`config.mk`:
```
export PLATFORM = sky130hd
export DESIGN_NAME = score_bcd_encoder_flat
export DESIGN_NICKNAME = d
export VERILOG_FILES = /design/src/rtl/score_bcd_encoder_if.sv /design/src/rtl/score_bcd_encoder.sv /design/src/flat_wrapper.sv
export SDC_FILE = /design/constraint.sdc
export NUM_CORES = 1
export LEC_CHECK = 0
export CAP_MARGIN = 25
export CORE_MARGIN = 5
export CORE_UTILIZATION = 57
export CTS_CLUSTER_DIAMETER = 120
export CTS_CLUSTER_SIZE = 10
export DETAILED_ROUTE_END_ITERATION = 10
export MAX_ROUTING_LAYER = met4
export PLACE_DENSITY = 0.86
export SETUP_SLACK_MARGIN = 0.5
export SYNTH_ARGS = -nofsm -noshare
export SYNTH_HDL_FRONTEND = slang
export SYNTH_SLANG_ARGS = --single-unit
```
`constraint.sdc`:
```
create_clock -name clock -period 3.2 [get_ports clock]
set_input_delay 0.32 -clock clock [delete_from_list [all_inputs] [get_ports clock]]
set_output_delay 0.32 -clock clock [all_outputs]
set_load 0.01 [all_outputs]
```
`src/rtl/score_bcd_encoder_if.sv`:
```
// Score display bus: conversion request plus the held BCD result.
// The encoder takes the slave side; whoever requests conversions takes the master side.
interface score_bcd_encoder_if #(
   parameter int unsigned WIDTH = 16
) ();
   logic             start;
   logic [WIDTH-1:0] value;
   logic [3:0]       digit3;
   logic [3:0]       digit2;
   logic [3:0]       digit1;
   logic [3:0]       digit0;
   logic             neg;
   logic             overflow;
   logic             busy;
   logic             done;

   modport master (
      output start, value,
      input  digit3, digit2, digit1, digit0, neg, overflow, busy, done
   );

   modport slave (
      input  start, value,
      output digit3, digit2, digit1, digit0, neg, overflow, busy, done
   );
endinterface

```
`src/rtl/score_bcd_encoder.sv`:
```
// Signed score to BCD digits via double dabble, one magnitude bit per clock.
// Displayed digits, sign and overflow only change on entry to DONE.
module score_bcd_encoder #(
   parameter int unsigned WIDTH  = 16,
   parameter int unsigned DIGITS = 4
) (
   input logic           clock,
   input logic           resetn,
   score_bcd_encoder_if.slave bus
);

   function automatic int unsigned pow10_minus1(input int unsigned n);
      int unsigned p;
      p = 1;
      for (int unsigned i = 0; i < n; i++) p = p * 10;
      return p - 1;
   endfunction

   localparam int unsigned SW  = 4 * DIGITS;
   localparam int unsigned CW  = $clog2(WIDTH + 1);
   localparam int unsigned MAX = pow10_minus1(DIGITS);

   typedef enum logic [1:0] {
      IDLE  = 2'd0,
      LOAD  = 2'd1,
      SHIFT = 2'd2,
      DONE  = 2'd3
   } state_e;

   state_e           state_q, state_d;
   logic [WIDTH-1:0] value_q, value_d;
   logic [WIDTH-1:0] mag_q, mag_d;
   logic [SW-1:0]    scratch_q, scratch_d;
   logic [CW-1:0]    cnt_q, cnt_d;
   logic             sign_pend_q, sign_pend_d;
   logic             ovf_pend_q, ovf_pend_d;
   logic [SW-1:0]    digits_q, digits_d;
   logic             neg_q, neg_d;
   logic             overflow_q, overflow_d;
   logic             busy_q, busy_d;
   logic             done_q, done_d;

   logic [WIDTH-1:0] abs_val;
   logic [SW-1:0]    adj;

   // State and datapath registers; reset wins over any conversion in flight
   always_ff @(posedge clock) begin
      if (!resetn) begin
         state_q     <= IDLE;
         value_q     <= '0;
         mag_q       <= '0;
         scratch_q   <= '0;
         cnt_q       <= '0;
         sign_pend_q <= 1'b0;
         ovf_pend_q  <= 1'b0;
         digits_q    <= '0;
         neg_q       <= 1'b0;
         overflow_q  <= 1'b0;
         busy_q      <= 1'b0;
         done_q      <= 1'b0;
      end else begin
         state_q     <= state_d;
         value_q     <= value_d;
         mag_q       <= mag_d;
         scratch_q   <= scratch_d;
         cnt_q       <= cnt_d;
         sign_pend_q <= sign_pend_d;
         ovf_pend_q  <= ovf_pend_d;
         digits_q    <= digits_d;
         neg_q       <= neg_d;
         overflow_q  <= overflow_d;
         busy_q      <= busy_d;
         done_q      <= done_d;
      end
   end

   // Next state, datapath and registered outputs
   always_comb begin
      state_d     = state_q;
      value_d     = value_q;
      mag_d       = mag_q;
      scratch_d   = scratch_q;
      cnt_d       = cnt_q;
      sign_pend_d = sign_pend_q;
      ovf_pend_d  = ovf_pend_q;
      digits_d    = digits_q;
      neg_d       = neg_q;
      overflow_d  = overflow_q;
      adj         = '0;

      // Most negative input wraps to exactly 2^(WIDTH-1) as an unsigned magnitude
      abs_val = value_q[WIDTH-1] ? WIDTH'(~value_q + WIDTH'(1)) : value_q;

      for (int i = 0; i < int'(DIGITS); i++) begin
         adj[4*i +: 4] = (scratch_q[4*i +: 4] >= 4'd5) ? scratch_q[4*i +: 4] + 4'd3
                                                       : scratch_q[4*i +: 4];
      end

      unique case (state_q)
         IDLE: begin
            if (bus.start) begin
               value_d = bus.value;
               state_d = LOAD;
            end
         end
         LOAD: begin
            sign_pend_d = value_q[WIDTH-1];
            if (32'(abs_val) > MAX) begin
               mag_d      = WIDTH'(MAX);
               ovf_pend_d = 1'b1;
            end else begin
               mag_d      = abs_val;
               ovf_pend_d = 1'b0;
            end
            scratch_d = '0;
            cnt_d     = CW'(WIDTH);
            state_d   = SHIFT;
         end
         SHIFT: begin
            scratch_d = {adj[SW-2:0], mag_q[WIDTH-1]};
            mag_d     = {mag_q[WIDTH-2:0], 1'b0};
            cnt_d     = cnt_q - CW'(1);
            if (cnt_q == CW'(1)) state_d = DONE;
         end
         DONE: begin
            state_d = IDLE;
         end
         default: state_d = IDLE;
      endcase

      // Result registers load on the edge that enters DONE so they appear with done
      if (state_d == DONE && state_q != DONE) begin
         digits_d   = scratch_d;
         neg_d      = sign_pend_d;
         overflow_d = ovf_pend_d;
      end

      busy_d = (state_d == LOAD) || (state_d == SHIFT);
      done_d = (state_d == DONE);
   end

   assign bus.digit3   = digits_q[15:12];
   assign bus.digit2   = digits_q[11:8];
   assign bus.digit1   = digits_q[7:4];
   assign bus.digit0   = digits_q[3:0];
   assign bus.neg      = neg_q;
   assign bus.overflow = overflow_q;
   assign bus.busy     = busy_q;
   assign bus.done     = done_q;

endmodule

```
`src/flat_wrapper.sv`:
```
// flat-port wrapper written by rule: the top's interface ports become plain ports
module score_bcd_encoder_flat 
#(
   parameter int unsigned WIDTH  = 16,
   parameter int unsigned DIGITS = 4
)
  (clock, resetn, bus_start, bus_value, bus_digit3, bus_digit2, bus_digit1, bus_digit0, bus_neg, bus_overflow, bus_busy, bus_done);
  score_bcd_encoder_if #(.WIDTH(WIDTH)) bus_i ();
  input logic clock;
  input logic resetn;
  input wire logic [$bits(bus_i.start)-1:0] bus_start;
  input wire logic [$bits(bus_i.value)-1:0] bus_value;
  output wire logic [$bits(bus_i.digit3)-1:0] bus_digit3;
  output wire logic [$bits(bus_i.digit2)-1:0] bus_digit2;
  output wire logic [$bits(bus_i.digit1)-1:0] bus_digit1;
  output wire logic [$bits(bus_i.digit0)-1:0] bus_digit0;
  output wire logic [$bits(bus_i.neg)-1:0] bus_neg;
  output wire logic [$bits(bus_i.overflow)-1:0] bus_overflow;
  output wire logic [$bits(bus_i.busy)-1:0] bus_busy;
  output wire logic [$bits(bus_i.done)-1:0] bus_done;
  assign bus_i.start = bus_start;
  assign bus_i.value = bus_value;
  assign bus_digit3 = bus_i.digit3;
  assign bus_digit2 = bus_i.digit2;
  assign bus_digit1 = bus_i.digit1;
  assign bus_digit0 = bus_i.digit0;
  assign bus_neg = bus_i.neg;
  assign bus_overflow = bus_i.overflow;
  assign bus_busy = bus_i.busy;
  assign bus_done = bus_i.done;
  score_bcd_encoder #(.WIDTH(WIDTH), .DIGITS(DIGITS)) u_core (.clock(clock), .resetn(resetn), .bus(bus_i));
endmodule
```
==> out/qor.yml, run 1 <==
setup_path:
  r2r-start: "u_core.value_q[8]"
  ff2ff_path_depth: 6
  start_kind: "register"
sta:
  tns_ns: 0
  max_slew_margin_pct: 52.6
  finalMaxSlewViolations: 0
  max_freq_ghz: 0.377
  rsz0062_at_grt: "no"
  finalHoldViolations: 0
route:
  drcViolationCount: 0
  drt_iter0_drc: 259
yosys:
  ys_cells: 470
  numSynthFlops: 77
  fp_nets: 506
  async_flop_share_pct: 0
  synth_area_per_cell_um2: 8.41
  ys_area_um2: 3950
  syn_inst: 470
  enable_flop_cells: 0
final_layout:
  antenna_cells: 0
  nets: 533
  fill_cells: 537
hold_path:
  hold_path_depth: 2
cts:
  cts_root_buffer: "clkbuf_8"
  ctsHtreeMaxLevel: 3
status:
  status: "complete, no violations"
die:
  die_area_um2: 8700
  core-area_um2: 6760
pwr:
  p_sw_mw: 1.67
placement:
  place.gp.congestion: 0.933
  dp_hpwl_um: 6100
==> run 1: repair_timing <==
action                                  in CTS  in global routing
setup buffers                                3                  0
pin swaps                                    3                  5
resized                                      3                 15
endpoints found under the setup margin       8                 15
hold buffers                                 0                  0
==> run 1: registers in the layout (all words and copies together) (netlist names) <==
register             count
u_core.sign_pend_q       1
u_core.state_q           2
u_core.value_q          16
u_core.bus.done          1
u_core.mag_q            16
u_core.bus.neg           1
u_core.scratch_q        16
u_core.ovf_pend_q        1
u_core.cnt_q             5
u_core.bus.busy          1
u_core.digits_q         16
u_core.bus.overflow      1
==> run 1: layout make-up <==
class | count | area (um^2) | share of cell area (%)
multi-input combinational | 340 | 2240 | 48.4
timing repair buffer | 51 | 478 | 10.3
clock inverter | 4 | 48.8 | 1.06
sequential | 77 | 1550 | 33.5
inverter | 18 | 67.6 | 1.46
tap | 80 | 100 | 2.17
clock buffer | 11 | 141 | 3.06
==> run 1: per-stage QoR <==
| stage | cell area (um^2) | util [%] | hold slack, ns | std cells |
|---|---|---|---|---|
| after floorplan | 3960 | - | 0.417 | 470 |
| after global placement | 4350 | 64.4 | 0.434 | 563 |
| after detailed placement | 4350 | 64.4 | 0.450 | 563 |
| after CTS | 4570 | 67.6 | 0.467 | 581 |
| after global routing | 4620 | 68.4 | 0.475 | 581 |
| final | 4620 | 68.4 | 0.465 | 581 |
==> run 1: kinds of logic after synthesis <==
group                    share of synthesized area, %
AND/OR/NAND/NOR                                  20.8
AND-OR/OR-AND                                    22.4
flip-flops                                       39.0
buffers and inverters                            5.95
XOR/XNOR                                         4.62
adder cells (fa/ha/maj)                          5.38
multiplexers                                     1.84
==> run 1: power by group through the flow <==
stage / registers, mW / logic [mW] / clock network (mW)
2_1_floorplan: 1.39 / 1.34 / 0
3_3_place_gp: 1.39 / 1.83 / 0
3_5_place_dp: 1.41 / 1.86 / 0
4_1_cts: 1.38 / 1.92 / 0.738
5_1_grt: 1.43 / 2.16 / 0.781
6_report: 1.40 / 1.96 / 0.727
==> run 1: synth_stat cells, drive strengths merged (3+ instances only) <==
cell type	n	share of area, %
o21a	3	0.57
a21oi	42	5.3
nand2	56	5.3
a2bb2oi	4	0.89
o32ai	7	2.5
or4	3	0.66
nand2b	10	1.6
or3	4	0.70
nor3	9	1.1
a22oi	5	0.95
clkbuf	24	2.3
o41ai	3	1.1
a311oi	4	1.0
nor3b	6	1.1
mux2i	5	1.3
and3	6	0.95
xor2	10	2.4
o21ai	13	1.6
nor2	47	4.5
o22ai	4	0.63
ha	17	5.4
xnor2	10	2.2
o31ai	8	1.5
buf	11	1.9
and2	8	1.3
nor4	6	0.95
a31oi	3	0.48
a211oi	15	2.8
nand3	8	1.0
nor2b	3	0.48
inv	18	1.7
dfxtp	77	39
==> run 1: critical path, cell delays in order, from the launching register on <==
cell and delay (ns):
dfxtp_2 0.39, or3_2 0.53, o41ai_4 0.39, xor2_2 0.22
a311oi_2 0.12, or4_4 0.64, o32ai_2 0.28
==> run 1: layer usage <==
metal,vias to the layer above,track usage (%),wire (um)
li1,1716,-,-
met1,1648,24.1,3830
met2,95,34.9,4450
met3,17,3.38,361
met4,0,9.65,174
met5,-,-,0
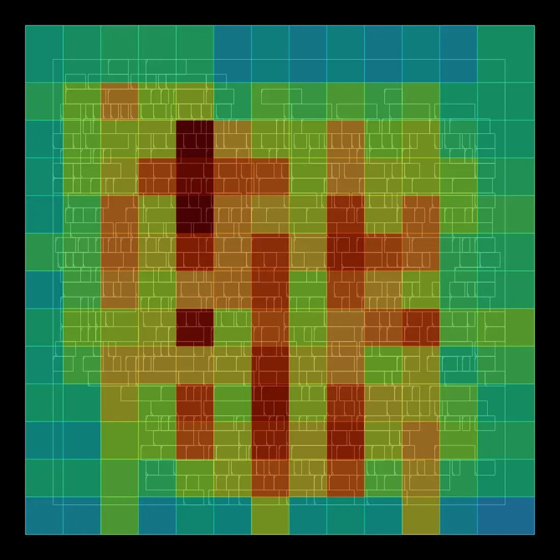
Run 1: track usage over the die
met2 Usage GRT: 34.9%
fin util: 68.4%
M3 GR Usage: 3.38%
WL/cell: 15.2 um
overall routing resource usage: 20.7%

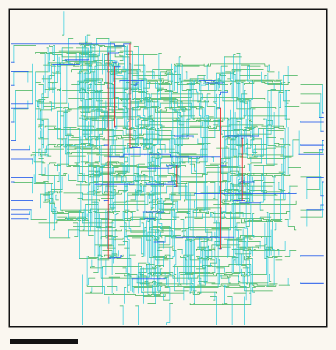
Run 1: routed metal, one color a layer
The bar under the picture is 20 um long.
[met3] blue | wire length: 361 um
[met4] red | wire length: 175 um
[met2] cyan | wire length: 4,450 um
[met1] green | wire length: 3,830 um

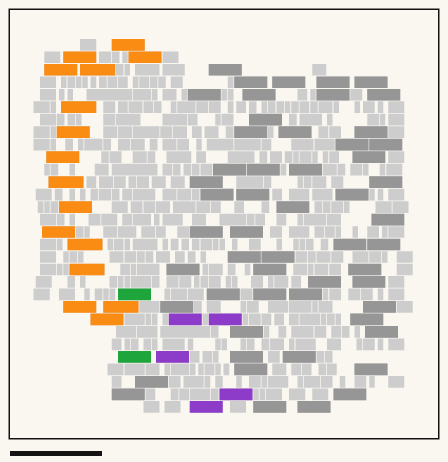
Run 1: register map, names as in the netlist
The bar under the picture is 20 um long. Other sequential cells in the stronger gray, the rest of the logic in the fainter gray.
[u_core.cnt_q] purple | flops: 5 | where: south
[u_core.value_q] orange | flops: 16
[u_core.state_q] green | flops: 2
not colored: 54

==> inputs of run 2 (changes only) <==
--- a/config.mk
+++ b/config.mk
@@ -7,12 +7,12 @@
 export LEC_CHECK = 0
 export CAP_MARGIN = 25
 export CORE_MARGIN = 5
-export CORE_UTILIZATION = 57
+export CORE_UTILIZATION = 51
 export CTS_CLUSTER_DIAMETER = 120
 export CTS_CLUSTER_SIZE = 10
 export DETAILED_ROUTE_END_ITERATION = 10
 export MAX_ROUTING_LAYER = met4
-export PLACE_DENSITY = 0.86
+export PLACE_DENSITY = 0.81
 export SETUP_SLACK_MARGIN = 0.5
 export SYNTH_ARGS = -nofsm -noshare
 export SYNTH_HDL_FRONTEND = slang
==> constraint.sdc (replaced) <==
create_clock -name clock -period 2.15 [get_ports clock]
set_input_delay 0.215 -clock clock [delete_from_list [all_inputs] [get_ports clock]]
set_output_delay 0.215 -clock clock [all_outputs]
set_load 0.01 [all_outputs]
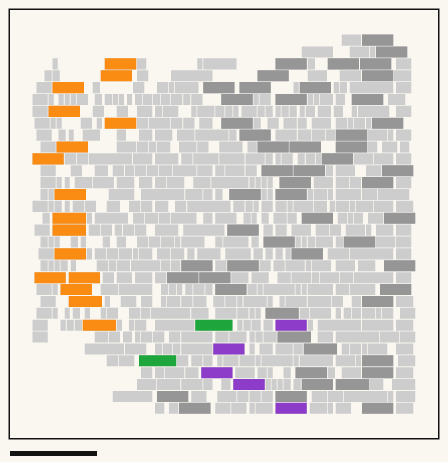
Run 2: register map, names as in the netlist
The bar under the picture is 20 um long. Other sequential cells in the stronger gray, the rest of the logic in the fainter gray.
[u_core.value_q] orange | flops: 16
[u_core.state_q] green | flops: 2
[u_core.cnt_q] purple | flops: 5 | where: south
not colored: 54

==> out/qor.yml, run 2 <==
yosys:
  top_cell: "dfxtp_1"  # unchanged
  mux_share_pct: 1.84  # unchanged
  yosys-top-cells-count: "dfxtp_1 (77), nand2_1 (56), nor2_1 (47), a21oi_1 (42), clkbuf_1 (22)"  # unchanged
  yosys.area_share.xor_xnor_pct: 4.62  # unchanged
  ys_sh_adder_pct: 5.38  # unchanged
  simple_gate_share_pct: 20.8  # unchanged
  aoi_share_pct: 22.4  # unchanged
  ys_cells: 470  # unchanged
  syn_inst: 470  # unchanged
  top_cell_area_share_pct: 39.0  # unchanged
  fp_nets: 506  # unchanged
  synth_area_per_cell_um2: 8.41  # unchanged
  topCellsByArea: "dfxtp_1 (39%), ha_1 (5.4%), a21oi_1 (5.3%)"  # unchanged
  top_logic_kind: "AND-OR/OR-AND gates"  # unchanged
  async_flop_share_pct: 0  # unchanged
  largest_area_cell: "dfxtp_1"  # unchanged
global_route:
  met2_usage_pct: 39.9  # was 34.9%
  grt_util_met1_pct: 26.0  # was 24.1%
sta:
  rsz0062_at_grt: "yes"  # was no
  tns_ns: -4.54  # was 0 ns
  setup_ws_ns: -0.455  # was 0.545 ns
  max_freq_ghz: 0.384  # was 0.377 GHz
  finalHoldViolations: 0  # unchanged
  finalMaxSlewViolations: 0  # unchanged
  setup_viol: 15  # was 0
setup_path:
  start_kind: "register"  # unchanged
  max_stage_delay_ns: 0.56  # was 0.64 ns
  cp_slowest_cell: "or4_4"  # unchanged
  crit_top_cell: "buf_6"
  cp_cell_sequence: "or4_4, buf_6, o41ai_4, xor2_1, a2111oi_2, or4_1, buf_6, o32ai_2"  # was or3_2, o41ai_4, xor2_2, a311oi_2, or4_4, o32ai_2
final_layout:
  antenna_cells: 0  # unchanged
  flop_area_um2: 1560  # was 1550 um^2
  fill_cells: 436  # was 537
  final_area_um2: 5980  # was 4620 um^2
  nets: 604  # was 533
status:
  status: "complete, but fails checks"  # was complete, no violations
  violations: "setup timing"
placement:
  place.gp.congestion: 0.941  # was 0.933
  place_area_um2: 4800  # was 4350 um^2
cts:
  cts_root_buffer: "clkbuf_8"  # unchanged
  ctsHtreeMaxLevel: 3  # unchanged
die:
  die_area_um2: 9610  # was 8700 um^2
  core-area_um2: 7650  # was 6760 um^2
pwr:
  p_sw_mw: 3.66  # was 1.67 mW
route:
  wl_per_cell_um: 19.1  # was 15.2 um
## run 2: cell counts after synthesis
No cell type changed its count.
## run 2: logic make-up after synthesis
logic type      after synthesis
fa+ha+maj                    17
flops                        77
compound gates              124
buf+inv                      53
mux                           7
xor+xnor                     20
simple gates                172
## run 2: path summary, 6_finish.rpt
kind / endpoint / start / cells after the start
max reg2reg: u_core.mag_q[12] / u_core.value_q[7] / 8
min: u_core.value_q[7] / bus_value[7] / 3
max: u_core.mag_q[12] / u_core.value_q[7] / 8
min reg2reg: u_core.mag_q[15] / u_core.mag_q[15] / 2
## run 2: metal layers
metal | vias to the layer above | routed length [um]
met1 | 1893 | 4750
met5 | - | 0
met3 | 70 | 824
met2 | 184 | 6540
met4 | 0 | 774
li1 | 1871 | -
## run 2: metrics by stage
step / power, mW / cells / hold slack [ns]
floorplan: 4.30 / 470 / 0.343
global placement: 5.33 / 626 / 0.436
detailed placement: 5.40 / 626 / 0.454
CTS: 7.51 / 660 / 0.376
global route: 9.06 / 675 / 0.371
finish: 8.63 / 675 / 0.379
## run 2: worst max-delay path: cells and delay by family (launching register included)
kind | cells | cell delay [ns]
flops | 1 | 0.32
xor+xnor | 1 | 0.26
compound gates | 3 | 0.58
buf+inv | 2 | 0.32
simple gates | 2 | 1.06
## run 2: what timing repair did
action                                  in CTS  in global routing
hold buffers                                 0                  0
buffers inserted                            15                 13
resized                                     68                 73
endpoints found under the setup margin      45                 47
cloned                                       3                  2
pin swaps                                   21                 22
## run 2: power groups by stage
stage / registers (mW) / logic (mW) / clock network, mW
global placement: 2.02 / 3.31 / 0
detailed placement: 2.04 / 3.36 / 0
finish: 2.11 / 5.46 / 1.06
global route: 2.15 / 5.78 / 1.14
CTS: 2.04 / 4.41 / 1.06
floorplan: 2.09 / 2.21 / 0
## run 2: cell type report
type                       count  area share [%]
timing repair buffer         122            20.8
multi-input combinational    340            46.6
clock buffer                   9            2.07
tap                          102            2.13
inverter                      18            1.30
clock inverter                 7           0.963
sequential                    77            26.1
Power and IR drop assume default switching activity.
